Floorplan with the power grid:
Scale bar: 20 um. Pins as bars on the die edge.
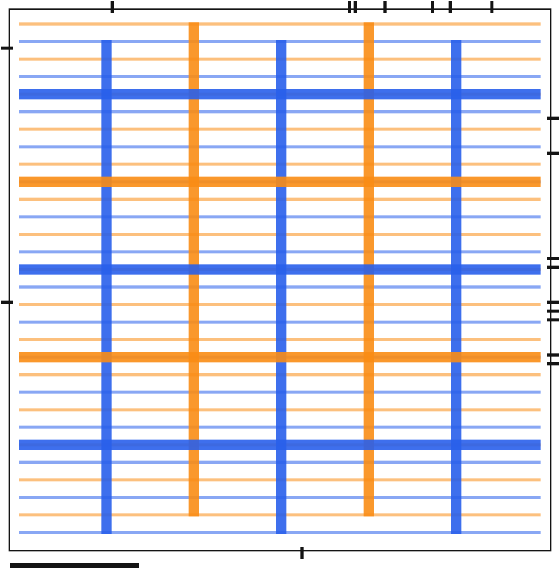
Cell classes on the final placement:
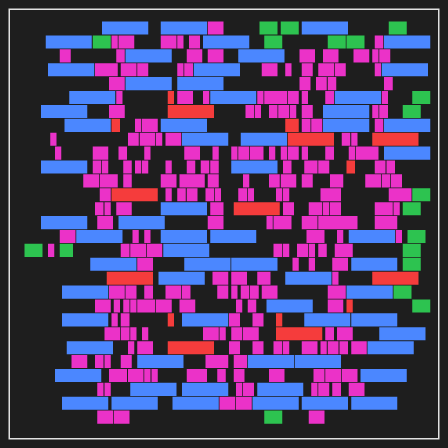
Clock distribution:
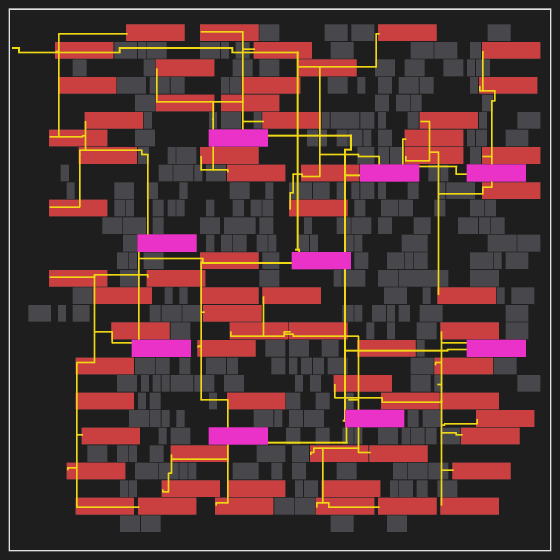
Signal wires by layer:
Scale bar: 20 um.
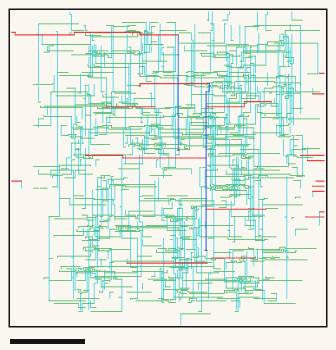
$ cat src/rtl/doodle_gait_sequencer_if.sv
// Sensor inputs and leg-drive outputs of the doodle gait sequencer.
// The master modport is the sequencer; the slave side drives sensors and consumes outputs.
interface doodle_gait_sequencer_if;
   logic       l_ir;
   logic       r_ir;
   logic [7:0] addr;
   logic       en_l;
   logic       en_r;
   logic       en_c;
   logic       step;
   logic [2:0] state;

   modport master (
      input  l_ir,
      input  r_ir,
      output addr,
      output en_l,
      output en_r,
      output en_c,
      output step,
      output state
   );

   modport slave (
      output l_ir,
      output r_ir,
      input  addr,
      input  en_l,
      input  en_r,
      input  en_c,
      input  step,
      input  state
   );
endinterface

$ cat src/rtl/doodle_gait_sequencer.sv
// Gait controller: step prescaler, gait ROM address counter, start-up calibration hold
// and line-follow steering decided only at gait-cycle boundaries.
module doodle_gait_sequencer #(
   parameter int unsigned STEP_DIV    = 800000,
   parameter int unsigned INIT_TICKS  = 80000000,
   parameter int unsigned GAIT_LEN    = 256,
   parameter int unsigned LOST_CYCLES = 4
) (
   input logic                     clk,
   input logic                     rst,
   doodle_gait_sequencer_if.master gait
);

   localparam int unsigned PrescW = (STEP_DIV > 2) ? $clog2(STEP_DIV) : 1;
   localparam int unsigned InitW  = (INIT_TICKS > 1) ? $clog2(INIT_TICKS) : 1;
   localparam int unsigned LostW  = $clog2(LOST_CYCLES + 1);

   localparam logic [PrescW-1:0] PrescLast = PrescW'(STEP_DIV - 1);
   localparam logic [InitW-1:0]  InitLast  = InitW'(INIT_TICKS - 1);
   localparam logic [LostW-1:0]  LostLimit = LostW'(LOST_CYCLES);
   localparam logic [7:0]        AddrLast  = 8'(GAIT_LEN - 1);

   typedef enum logic [2:0] {
      StInit  = 3'd0,
      StWalk  = 3'd1,
      StTurnL = 3'd2,
      StTurnR = 3'd3,
      StLost  = 3'd4,
      StStop  = 3'd5
   } state_e;

   state_e            state_q, state_d;
   logic [PrescW-1:0] presc_q, presc_d;
   logic [InitW-1:0]  init_q, init_d;
   logic [LostW-1:0]  lost_q, lost_d;
   logic [7:0]        addr_q, addr_d;
   logic              step_q, step_d;
   logic              en_l_q, en_l_d;
   logic              en_r_q, en_r_d;
   logic              en_c_q, en_c_d;

   logic              step_tick;
   logic              addr_wrap;
   logic [7:0]        addr_inc;
   logic [LostW-1:0]  lost_inc;

   // Prescaler free-runs in every state; the tick lines up with the registered step pulse.
   always_comb begin
      step_tick = (presc_q == PrescLast);
      presc_d   = step_tick ? '0 : presc_q + PrescW'(1);
      step_d    = step_tick;
      addr_wrap = (addr_q == AddrLast);
      addr_inc  = addr_wrap ? 8'd0 : addr_q + 8'd1;
      lost_inc  = lost_q + LostW'(1);
   end

   always_comb begin
      state_d = state_q;
      addr_d  = addr_q;
      init_d  = init_q;
      lost_d  = lost_q;

      unique case (state_q)
         StInit: begin
            if (init_q == InitLast) begin
               state_d = StWalk;
            end else begin
               init_d = init_q + InitW'(1);
            end
         end

         StWalk, StTurnL, StTurnR, StLost: begin
            if (step_tick) begin
               addr_d = addr_inc;
               // Steering only changes at the wrap so a stride is never cut short.
               if (addr_wrap) begin
                  unique case ({gait.l_ir, gait.r_ir})
                     2'b11: begin
                        state_d = StWalk;
                        lost_d  = '0;
                     end
                     2'b01: begin
                        state_d = StTurnL;
                        lost_d  = '0;
                     end
                     2'b10: begin
                        state_d = StTurnR;
                        lost_d  = '0;
                     end
                     2'b00: begin
                        lost_d  = lost_inc;
                        state_d = (lost_inc >= LostLimit) ? StStop : StLost;
                     end
                  endcase
               end
            end
         end

         StStop: begin
            if (step_tick && (gait.l_ir || gait.r_ir)) begin
               state_d = StWalk;
               lost_d  = '0;
            end
         end

         default: state_d = StInit;
      endcase
   end

   // Enables follow the next state so they switch on the same edge as state and addr.
   always_comb begin
      en_l_d = 1'b0;
      en_r_d = 1'b0;
      en_c_d = 1'b0;
      unique case (state_d)
         StWalk, StLost: begin
            en_l_d = 1'b1;
            en_r_d = 1'b1;
            en_c_d = 1'b1;
         end
         StTurnL: begin
            en_r_d = 1'b1;
            en_c_d = 1'b1;
         end
         StTurnR: begin
            en_l_d = 1'b1;
            en_c_d = 1'b1;
         end
         default: ;
      endcase
   end

   always_ff @(posedge clk or posedge rst) begin
      if (rst) begin
         state_q <= StInit;
         presc_q <= '0;
         init_q  <= '0;
         lost_q  <= '0;
         addr_q  <= 8'd0;
         step_q  <= 1'b0;
         en_l_q  <= 1'b0;
         en_r_q  <= 1'b0;
         en_c_q  <= 1'b0;
      end else begin
         state_q <= state_d;
         presc_q <= presc_d;
         init_q  <= init_d;
         lost_q  <= lost_d;
         addr_q  <= addr_d;
         step_q  <= step_d;
         en_l_q  <= en_l_d;
         en_r_q  <= en_r_d;
         en_c_q  <= en_c_d;
      end
   end

   assign gait.addr  = addr_q;
   assign gait.state = state_q;
   assign gait.step  = step_q;
   assign gait.en_l  = en_l_q;
   assign gait.en_r  = en_r_q;
   assign gait.en_c  = en_c_q;

endmodule
$ cat src/flat_wrapper.sv
// flat-port wrapper written by rule: the top's interface ports become plain ports
module doodle_gait_sequencer_flat 
#(
   parameter int unsigned STEP_DIV    = 800000,
   parameter int unsigned INIT_TICKS  = 80000000,
   parameter int unsigned GAIT_LEN    = 256,
   parameter int unsigned LOST_CYCLES = 4
)
  (clk, rst, gait_l_ir, gait_r_ir, gait_addr, gait_en_l, gait_en_r, gait_en_c, gait_step, gait_state);
  doodle_gait_sequencer_if gait_i ();
  input logic clk;
  input logic rst;
  input wire logic [$bits(gait_i.l_ir)-1:0] gait_l_ir;
  input wire logic [$bits(gait_i.r_ir)-1:0] gait_r_ir;
  output wire logic [$bits(gait_i.addr)-1:0] gait_addr;
  output wire logic [$bits(gait_i.en_l)-1:0] gait_en_l;
  output wire logic [$bits(gait_i.en_r)-1:0] gait_en_r;
  output wire logic [$bits(gait_i.en_c)-1:0] gait_en_c;
  output wire logic [$bits(gait_i.step)-1:0] gait_step;
  output wire logic [$bits(gait_i.state)-1:0] gait_state;
  assign gait_i.l_ir = gait_l_ir;
  assign gait_i.r_ir = gait_r_ir;
  assign gait_addr = gait_i.addr;
  assign gait_en_l = gait_i.en_l;
  assign gait_en_r = gait_i.en_r;
  assign gait_en_c = gait_i.en_c;
  assign gait_step = gait_i.step;
  assign gait_state = gait_i.state;
  doodle_gait_sequencer #(.STEP_DIV(STEP_DIV), .INIT_TICKS(INIT_TICKS), .GAIT_LEN(GAIT_LEN), .LOST_CYCLES(LOST_CYCLES)) u_core (.clk(clk), .rst(rst), .gait(gait_i));
endmodule
$ cat config.mk
export PLATFORM = sky130hd
export DESIGN_NAME = doodle_gait_sequencer_flat
export DESIGN_NICKNAME = d
export VERILOG_FILES = /design/src/rtl/doodle_gait_sequencer_if.sv /design/src/rtl/doodle_gait_sequencer.sv /design/src/flat_wrapper.sv
export SDC_FILE = /design/constraint.sdc
export NUM_CORES = 1
export LEC_CHECK = 0
export CAP_MARGIN = 40
export CORE_UTILIZATION = 47
export CTS_BUF_LIST = sky130_fd_sc_hd__clkbuf_16
export CTS_CLUSTER_SIZE = 24
export DETAILED_ROUTE_END_ITERATION = 7
export PLACE_DENSITY = 0.65
export SETUP_SLACK_MARGIN = 0.15
export SYNTH_ARGS = -nofsm -noshare
export SYNTH_HDL_FRONTEND = slang
export SYNTH_SLANG_ARGS = --single-unit
export TNS_END_PERCENT = 50
$ cat constraint.sdc
create_clock -name clk -period 5.4 [get_ports clk]
set_clock_uncertainty 0.05 [all_clocks]
set_input_delay 0.81 -clock clk [delete_from_list [all_inputs] [get_ports clk]]
set_output_delay 0.81 -clock clk [all_outputs]
set_load 0.01 [all_outputs]
==> impl_metrics.toml <==
# generated from flow reports
[yosys]
yosysTopAreaCellShare_pct = 51.75
fp_nets = 314
ys_seq_share_pct = 51.75
synthTopCellsByArea = "dfrtp_1 52%, xnor2_1 7.8%, xor2_1 5.9%, nand2_1 3.9%, nor2_1 3.3%"
synth-xor-area-share_pct = 13.65
ys_area_um2 = 3143
ys_sh_adder_pct = 2.389
ys_sh_mux_pct = 1.632
syn_area_um2 = 3143
yosysTopAreaCell = "dfrtp_1"
syn_inst = 304
flop_cell = "dfrtp_1"
synth_warnings = 0
synthAoiAreaFrac_pct = 5.812
avgSynthCellArea_um2 = 10.34
ys_ff = 65
edf_count = 0
async_flop_share_pct = 100.0
ys_types = 40
ys_sh_simple_pct = 23.29

[run]
log.warning_count = 27
maxCapViolCount = 0

[final_timing]
fin_crit_ns = 2.648
max_freq_mhz = 377.6
hold_slack_ns = 0.4181
fin_setup_tns_ns = 0
finalHoldViolCount = 0
setup_violations = 0
max_slew_margin_pct = 47.51
slew_viol_final = 0
grt_setup_unrepaired = "false"
setup_ws_ns = 2.752
min_period_over_period_pct = 49.04

[grt]
grt_pass1_vias = 2117
antenna_found_initial = 0
grt.total_usage_pct = 18.06
met3_usage_pct = 6.924
grt.overflow.total = 0
grt_pass1_wl_mm = 9.784
met1_usage_pct = 24.07
grt-busiest-layer = "met2"
grt_start_max_net_pins = 66

[floorplanning]
fp.dieArea_um2 = 7018
pin_count = 19

[power_and_ir_drop]
power_leader = "clock"
p_sw_share_pct = 20.53
combPwrFrac_pct = 1.7
clkPwrFrac_pct = 49.5
pwr_density_cell_nw_per_um2 = 272.2
p_sw_mw = 0.2051
powerSeq_mw = 0.488
p_int_mw = 0.7936

[worst_setup_path]
crit_type = "input port to register"
crit_path_end = "u_core.gait.en_c"
cp_max_fo = 5
end_kind = "register"
rrSetupSlack_ns = 2.82
reg2reg_to = "u_core.gait.en_c"
crit_path_start_kind = "input port"
worstPathArrival_ns = 2.80
required_ns = 5.55

[placed_design]
place_inst = 396
gp_congestion = 0.7874
dp_slack_ns = 2.424
dp.final_hpwl_mm = 3.795
io_buffers = 18

[drt]
dr.pass1.iters = 4
routed_wl_mm = 5.521
vias = 2197
drt_iter0_markers = 86
wl_per_cell_um = 13.40
drcViolationCount = 0

[finish]
fin_cells = 412
nNetsFinal = 340
syn2layout_area_growth_pct = 16.72

[cts]
cts-root-buf = "clkbuf_16"
clock_path_buffers = 2
clk_latency_ns = 0.32
cts.clk_slew.worst_paths_ns = 0.05
cts_resized = 0
htreeDepth = 3
post_cts_buffers = 0
clock-sinks = 65
numCtsBuffers = 9

[hold_path]
min_path_cells = 1
worstHoldEndpoint = "u_core.init_q[26]"
hold_start = "u_core.init_q[26]"

[outcome]
status = "finished clean"
Back to the opening pictures, 'floorplan with the power grid':
| net | color |
|---|---|
| VDD | orange |
| VSS | blue |
signal pins: 19
met4 straps: 5
Die Span Y: 83.78 um
core area: 6386 um2
chip width: 83.78 um
peak supply drop: 0.0003224 V

Back to the opening pictures, 'cell classes on the final placement':
| class | color | cells | share of their area |
|---|---|---|---|
| other buffers and delay cells | green | 19 | 5.3% |
| clock drivers and dummy loads | red | 16 | 7.2% |
| all other logic | magenta | 235 | 42% |
| flip-flops | blue | 65 | 46% |
Core Util, Final: 57.45%
placement row count: 29

Back to the opening pictures, 'clock distribution':
[cells driving clock nets] magenta | count: 9
[flip-flops] red | count: 65
[clock wires] yellow | length: 845 um
routed clock nets: 10

Back to the opening pictures, 'signal wires by layer':
| layer | color | wire length |
|---|---|---|
| met2 | cyan | 2480 um |
| met1 | green | 2760 um |
| met4 | blue | 75.7 um |
| met3 | red | 210 um |

## metal layers
| layer | vias up | part of all wire, % |
|---|---|---|
| met3 | 7 | 3.8 |
| met4 | 0 | 1.4 |
| met1 | 1049 | 50 |
| met2 | 25 | 45 |
| li1 | 1116 | - |
| met5 | - | 0 |
## cell usage after synthesis (5+ instances only)
library cell,number
nor3_1,9
nand3_1,20
xor2_1,21
and4_1,5
and3_1,7
xnor2_1,28
o21ai_0,10
nand2_1,33
ha_1,6
or3_1,6
dfrtp_1,65
nor2_1,28
nor2b_1,5
inv_1,8
nand4_1,15
## metrics by stage
| stage | total power, mW | instance area [um2] |
|---|---|---|
| 6_report | 0.9987 | 3669 |
| 5_1_grt | 1.038 | 3669 |
| 4_1_cts | 1.017 | 3669 |
| 3_5_place_dp | 0.5135 | 3411 |
| 3_3_place_gp | 0.5134 | 3411 |
| 2_1_floorplan | 0.5068 | 3143 |
## cell type report
type	instances	area [um2]
fill	587	2718
tap	77	96.34
clock buffer	9	225.2
clock inverter	7	32.53
sequential	65	1627
multi-input combinational	227	1470
timing repair buffer	19	187.7
inverter	8	30.03
## sequential cells by signal, indices dropped and copies added, names as in the netlist
| register | flops |
|---|---|
| u_core.init_q | 27 |
| u_core.gait.en_l | 1 |
| u_core.lost_q | 3 |
| u_core.gait.en_r | 1 |
| u_core.gait.addr | 8 |
| u_core.gait.state | 3 |
| u_core.gait.step | 1 |
| u_core.gait.en_c | 1 |
| u_core.presc_q | 20 |
## worst max-delay path, stage by stage
cell and delay [ns]:
clkdlybuf4s50_1 0.51, inv_1 0.05, ha_1 0.26, a311o_1 0.36
nor4_1 0.20, o31a_1 0.29, o21ai_0 0.17, xnor2_1 0.15
No activity file was given, so power comes from the tool's default toggle rates.
